**src/rtl/dmem_arbiter.sv**
```systemverilog
// ----------------------------------------------------------------------------
// dmem_arbiter
// Shares one synchronous-read data memory between the pipelined core data
// interface (absolute priority, zero added latency) and a secondary requester
// (loader / debug DMA) buffered in a one-entry request register. The buffered
// request issues only in cycles where the core performs no load/store.
//
// Optional feature: define DMEM_ARB_STARVE_EN to add a saturating counter of
// blocked cycles that drives o_starve. Without it o_starve is tied low.
//
// Ports:
//   i_clk, i_rst_n                clock, asynchronous active-low reset
//   i_core_req/addr/wr_data/      core EX-stage access (mask: 00 byte,
//   i_core_mask/i_core_wr_en      01 half, 10 word)
//   o_core_rd_data                memory read data to core WB
//   i_sec_req, o_sec_ready        secondary request handshake
//   i_sec_we/addr/wdata/mask      secondary request payload
//   o_sec_rvalid, o_sec_rdata     secondary read response (1-cycle pulse)
//   o_starve                      secondary blocked >= STARVE_LIMIT cycles
//   o_mem_addr/wr_data/mask/      memory macro request
//   o_mem_wr_en
//   i_mem_rd_data                 memory read data, one cycle after address
// ----------------------------------------------------------------------------
module dmem_arbiter #(
    parameter int unsigned XLEN         = 32,
    parameter int unsigned STARVE_LIMIT = 64
) (
    input  logic            i_clk,
    input  logic            i_rst_n,
    input  logic            i_core_req,
    input  logic [XLEN-1:0] i_core_addr,
    input  logic [XLEN-1:0] i_core_wr_data,
    input  logic [1:0]      i_core_mask,
    input  logic            i_core_wr_en,
    output logic [XLEN-1:0] o_core_rd_data,
    input  logic            i_sec_req,
    output logic            o_sec_ready,
    input  logic            i_sec_we,
    input  logic [XLEN-1:0] i_sec_addr,
    input  logic [XLEN-1:0] i_sec_wdata,
    input  logic [1:0]      i_sec_mask,
    output logic            o_sec_rvalid,
    output logic [XLEN-1:0] o_sec_rdata,
    output logic            o_starve,
    output logic [XLEN-1:0] o_mem_addr,
    output logic [XLEN-1:0] o_mem_wr_data,
    output logic [1:0]      o_mem_mask,
    output logic            o_mem_wr_en,
    input  logic [XLEN-1:0] i_mem_rd_data
);

    typedef enum logic [1:0] {
        ST_EMPTY   = 2'd0,
        ST_PENDING = 2'd1,
        ST_RD_WAIT = 2'd2
    } state_t;

    state_t          r_state;
    state_t          w_state_nxt;

    logic            r_buf_we;
    logic [XLEN-1:0] r_buf_addr;
    logic [XLEN-1:0] r_buf_wdata;
    logic [1:0]      r_buf_mask;

    logic            w_accept;
    logic            w_issue;

    // Buffer is free everywhere except while holding an unissued request.
    assign o_sec_ready    = (r_state != ST_PENDING);
    assign w_accept       = i_sec_req & o_sec_ready;

    // Read data is shared; each consumer qualifies it on its own.
    assign o_core_rd_data = i_mem_rd_data;
    assign o_sec_rdata    = i_mem_rd_data;
    assign o_sec_rvalid   = (r_state == ST_RD_WAIT);

    // State register.
    always_ff @(posedge i_clk or negedge i_rst_n) begin
        if (!i_rst_n) begin
            r_state <= ST_EMPTY;
        end else begin
            r_state <= w_state_nxt;
        end
    end

    // Next state and memory mux; core owns the memory unless the buffer issues.
    always_comb begin
        w_state_nxt   = r_state;
        w_issue       = 1'b0;
        o_mem_addr    = i_core_addr;
        o_mem_wr_data = i_core_wr_data;
        o_mem_mask    = i_core_mask;
        o_mem_wr_en   = i_core_req & i_core_wr_en;

        case (r_state)
            ST_EMPTY: begin
                if (w_accept) begin
                    w_state_nxt = ST_PENDING;
                end
            end
            ST_PENDING: begin
                if (!i_core_req) begin
                    w_issue       = 1'b1;
                    o_mem_addr    = r_buf_addr;
                    o_mem_wr_data = r_buf_wdata;
                    o_mem_mask    = r_buf_mask;
                    o_mem_wr_en   = r_buf_we;
                    w_state_nxt   = r_buf_we ? ST_EMPTY : ST_RD_WAIT;
                end
            end
            ST_RD_WAIT: begin
                w_state_nxt = w_accept ? ST_PENDING : ST_EMPTY;
            end
            default: begin
                w_state_nxt = ST_EMPTY;
            end
        endcase
    end

    // One-entry request buffer; requester need not hold inputs after accept.
    always_ff @(posedge i_clk or negedge i_rst_n) begin
        if (!i_rst_n) begin
            r_buf_we    <= 1'b0;
            r_buf_addr  <= '0;
            r_buf_wdata <= '0;
            r_buf_mask  <= 2'b00;
        end else if (w_accept) begin
            r_buf_we    <= i_sec_we;
            r_buf_addr  <= i_sec_addr;
            r_buf_wdata <= i_sec_wdata;
            r_buf_mask  <= i_sec_mask;
        end
    end

`ifdef DMEM_ARB_STARVE_EN
    localparam int unsigned CNT_W = $clog2(STARVE_LIMIT + 1);

    logic [CNT_W-1:0] r_starve_cnt;
    logic [CNT_W-1:0] w_starve_cnt_nxt;
    logic             r_starve;

    // Count blocked cycles, saturating at the limit; an issue clears it.
    always_comb begin
        w_starve_cnt_nxt = r_starve_cnt;
        if (w_issue) begin
            w_starve_cnt_nxt = '0;
        end else if ((r_state == ST_PENDING) && i_core_req &&
                     (r_starve_cnt != CNT_W'(STARVE_LIMIT))) begin
            w_starve_cnt_nxt = r_starve_cnt + CNT_W'(1);
        end
    end

    always_ff @(posedge i_clk or negedge i_rst_n) begin
        if (!i_rst_n) begin
            r_starve_cnt <= '0;
            r_starve     <= 1'b0;
        end else begin
            r_starve_cnt <= w_starve_cnt_nxt;
            r_starve     <= (w_starve_cnt_nxt == CNT_W'(STARVE_LIMIT));
        end
    end

    assign o_starve = r_starve;
`else
    logic w_unused_starve;

    // Starvation monitor compiled out; issue strobe and limit have no load.
    assign w_unused_starve = w_issue ^ (^32'(STARVE_LIMIT));
    assign o_starve        = 1'b0;
`endif

endmodule

```
**config.mk**
```make
export PLATFORM = sky130hd
export DESIGN_NAME = dmem_arbiter
export DESIGN_NICKNAME = d
export VERILOG_FILES = /design/src/rtl/dmem_arbiter.sv
export SDC_FILE = /design/constraint.sdc
export NUM_CORES = 1
export LEC_CHECK = 0
export ABC_AREA = 1
export CAP_MARGIN = 0
export CORE_MARGIN = 3
export CORE_UTILIZATION = 38
export CTS_CLUSTER_DIAMETER = 50
export DETAILED_ROUTE_END_ITERATION = 16
export PLACE_DENSITY = 0.8
export SYNTH_ARGS = -nofsm -noshare
export SYNTH_HDL_FRONTEND = slang
export SYNTH_SLANG_ARGS = --single-unit
```
**constraint.sdc**
```tcl
create_clock -name i_clk -period 1.6 [get_ports i_clk]
set_input_delay 0.4 -clock i_clk [delete_from_list [all_inputs] [get_ports i_clk]]
set_output_delay 0.4 -clock i_clk [all_outputs]
set_load 0.03 [all_outputs]
```
==> results.txt <==
Physical design

The run finished, with violations left. The final reports fail on setup timing. On the worst path, the slowest cell contributes a delay of 0.44 ns. In the layout the commonest cells are 470 x sky130_fd_sc_hd__nand2_1, 134 x sky130_fd_sc_hd__clkdlybuf4s50_1, 68 x sky130_fd_sc_hd__dfrtp_1, 67 x sky130_fd_sc_hd__nand3_1, 67 x sky130_fd_sc_hd__buf_6.

The final layout reports a setup TNS of -17.52 ns. The registers reported with the highest flop counts are r_buf_addr x32, r_buf_wdata x32. The synthesis report lists the Yosys warning total as 0. Looking at the reg2reg group, the worst path starts from r_state[1]$_DFFE_PN0P_. Global routing consumed, over all layers together, 21.0% of the routing resources. Per the OpenROAD power report, leakage power amounts to just over 0.004 uW. From left edge to right edge, the die measures ~120 microns.

The total power divided by cell area stands at approximately 1200 nW/um^2. The number of nets handed over by synthesis was between 900 and 1,000. After detailed routing, the number of remaining DRC violations is 0.

After detailed placement, the total cell area comes to between 6000 and 7000 sq um. As logged by OpenROAD, the buffers inserted on ports number about 200. The most numerous cell type found on the critical path is sky130_fd_sc_hd__nand2_1. The synthesized design contains roughly 70 register bits. Yosys mapped a number of flops with a built-in enable equal to 0. The final RePlAce weighted congestion stands at between 0.7 and 0.8. Entering global routing, the biggest net connects 70 pins. The detailed router finished its first iteration with between 300 and 400 violations. The die is 120 microns tall. The total tool warning count stands at 28. The slowest stage of the critical path is the sky130_fd_sc_hd__dfrtp_2 cell.

Registers take about 1700 sq um. The peak supply drop stands at around 680 uV. The number of inserted diodes stands at 0.

The area share of the leading cell type in the synthesized netlist stands at around two fifths. The core area stands at between 10,000 and 15,000 sq um. The number of search-and-repair iterations in the first detailed-routing pass stands at 5. The report puts the cell count of the worst reg-to-reg path at 7.

The synthesis stats list as the most numerous cell sky130_fd_sc_hd__nand2_1. The setup slack at placement stands at -0.0791 ns. Per the layout report, the design carries 4 non-clock inverters. The final count of hold timing violations stands at 0. The timing report lists the critical path depth as 5 cells. The clock-pin slew reported for the worst setup and hold paths after clock tree synthesis stands at 0.06 ns. Of all nets on the critical path, the largest fanout is 31. The buffer and inverter count on the worst path stands at 2.

The overall overflow remaining after global route stands at 0. The worst setup path is captured at an output port. The yosys stat cell total stands at 796.

Across all hold checks on the routed design, the worst slack comes to between 0.07 and 0.08 ns. The post-layout worst setup margin stands at -0.303 ns. The initial antenna violation count was 0. The cell family contributing the most delay on the critical path is flip-flops. Between clock sinks in the finished design, the worst skew comes to about 0.0090 ns. In the synthesized netlist the async set-or-reset flop fraction comes to 100%. The timing-limited maximum frequency stands at approximately 0.53 GHz. The number of vias per cell after detailed routing stands at ~4.8. In the final layout, excluding clock buffers the buffer count is around 240. Once detailed placement completed, the half-perimeter wirelength came to around 10,000 microns. The number of buffers created by CTS stands at 9.

The worst setup path is launched from a flip-flop. The post-synthesis instance area stands at between 4000 and 5000 sq um. The final setup violation count stands at approximately 68. By area the synthesized netlist is led by sky130_fd_sc_hd__nand2_1 41%, sky130_fd_sc_hd__dfrtp_1 35%, sky130_fd_sc_hd__buf_4 12%. The layout summary lists the proportion of cells stronger than drive strength 1 as about 20%. The final critical-path share of the clock period stands at 119%. Clock tree synthesis selected as its root buffer the cell sky130_fd_sc_hd__clkbuf_16. Listed in order, past its start point the critical path passes nand2_8 -> buf_8 -> nand2_1 -> nand2_1 -> buf_6. The count of fill cells added during filler insertion stands at approximately 1,100.

The final-layout clock buffer total stands at 11. The number of unique standard cell types used by synthesis stands at 15. The combinational gate area stands at approximately 2600 sq um. The final power report lists total power as approximately 9000 uW. The setup path with the least slack is of type reg -> out. The yosys-reported design area after synthesis stands at between 4000 and 5000 sq um. The area growth from synthesis to layout is 54.9%.

Counting only logic cells after layout, the most numerous master is sky130_fd_sc_hd__nand2_1. The sequential cell count stands at 69. The via count of the first global-routing pass came to between 5,000 and 6,000. Data on the critical path is required at its endpoint by about 1.2 ns. The layout net count stands at around 1,100. For reference, the post-synthesis area per instance comes to 6.19 sq um. The capture point of the critical path was reported as o_mem_addr[5]. The number of pins exceeding their max-slew limit in the final report stands at 0. Per the synth stats, the flop cell with the highest instance count is sky130_fd_sc_hd__dfrtp_1.

In this run the count of I/O pins placed on the die edge is 304. The non-clock buffer share of cell area stands at a little over a third. Measured on the final layout, the clock distribution area share stands at between 4 and 5%. Of the synthesized area, sequential elements account for 35.1%. Counting instances in the post-synthesis netlist gives the leading cell types as 532 x sky130_fd_sc_hd__nand2_1, 77 x sky130_fd_sc_hd__buf_4, 69 x sky130_fd_sc_hd__dfrtp_1, 67 x sky130_fd_sc_hd__nand3_1, 30 x sky130_fd_sc_hd__buf_2. The cell total after placement stands at 1,074. The overall die size recorded for this design is approximately 14,000 sq um. The number of sinks handled by clock tree synthesis stands at just under 70. The time the worst path needs with I/O delays and setup stands at 1.90 ns. The post-CTS setup buffer count stands at 2. The critical path arrival stands at about 1.5 ns. The report lists the number of cells resized after CTS as between 70 and 80. The final cell utilization of the core stands at roughly three fifths. At the later pin of the worst-skew pair, clock insertion delay measures ~0.32 ns.

TritonCTS built the clock tree. In the floorplan report the effective utilization is between 30% and 40%.
[cell families (layout without fill, tap and decap cells)]
logic type,count (synthesis),count (layout),share of synthesized area [%]
other,1,1,0.0761
flip-flops,69,69,35.1
buffers and inverters,121,257,16.8
AND-OR/OR-AND,2,2,0.229
AND/OR/NAND/NOR,603,603,47.9
[metal layers]
layer | vias to the layer above | wire, microns | GRT usage (%)
li1 | 2623 | - | -
met1 | 2471 | 6690 | 25.8
met2 | 183 | 8410 | 36.6
met3 | 38 | 946 | 4.62
met4 | 0 | 367 | 6.87
met5 | - | 0 | 0
[power by group]
part           switching, uW  total, uW  internal, uW
sequential               250       2450          2200
clock                    723       2120          1400
combinational           2620       4690          2070
Fig. 1: clock wires, drivers and flops
The bar under the picture is 20 microns long.
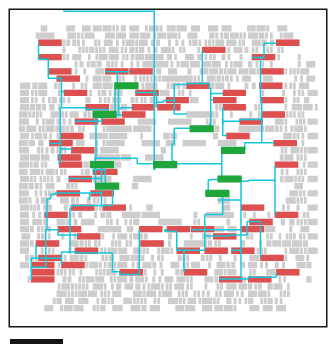
[flip-flops] red | count: 69
[clock wires] cyan | length: 1,030 microns
[cells driving clock nets] green | count: 9
routed clock nets: 10
flops lie: all over the die

Fig. 2: cell placement
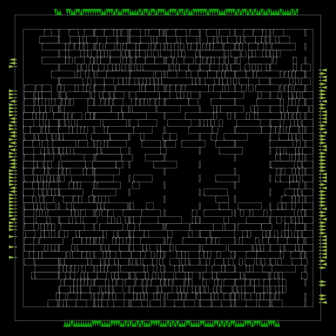
total number of placement rows: 40
final non-filler cell total: 1,100
Well Taps: 168
fraction of area in registers: 22.6%

Fig. 3: metal 3
The bar under the picture is 20 microns long.
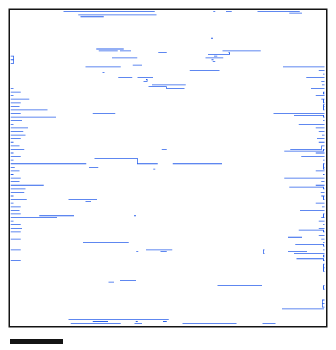
longest straight run: 37.7 microns
share of all routed wire: 5.8%
main direction: horizontal
wire length on this layer: 946 microns
nets with wire on the layer: 129
count of vias placed by the detailed router: 5,315
post-detailed-routing wire length: 16,400 microns

Fig. 4: routed metal, one colour a layer
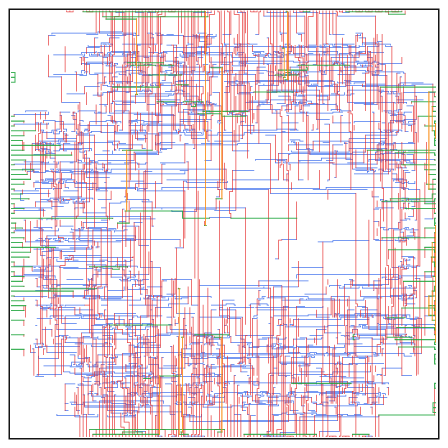
[met2] red | wire length: 8,410 microns
[met3] green | wire length: 946 microns
[met1] blue | wire length: 6,690 microns
[met4] orange | wire length: 368 microns

Power is estimated from default activity; no workload was simulated.
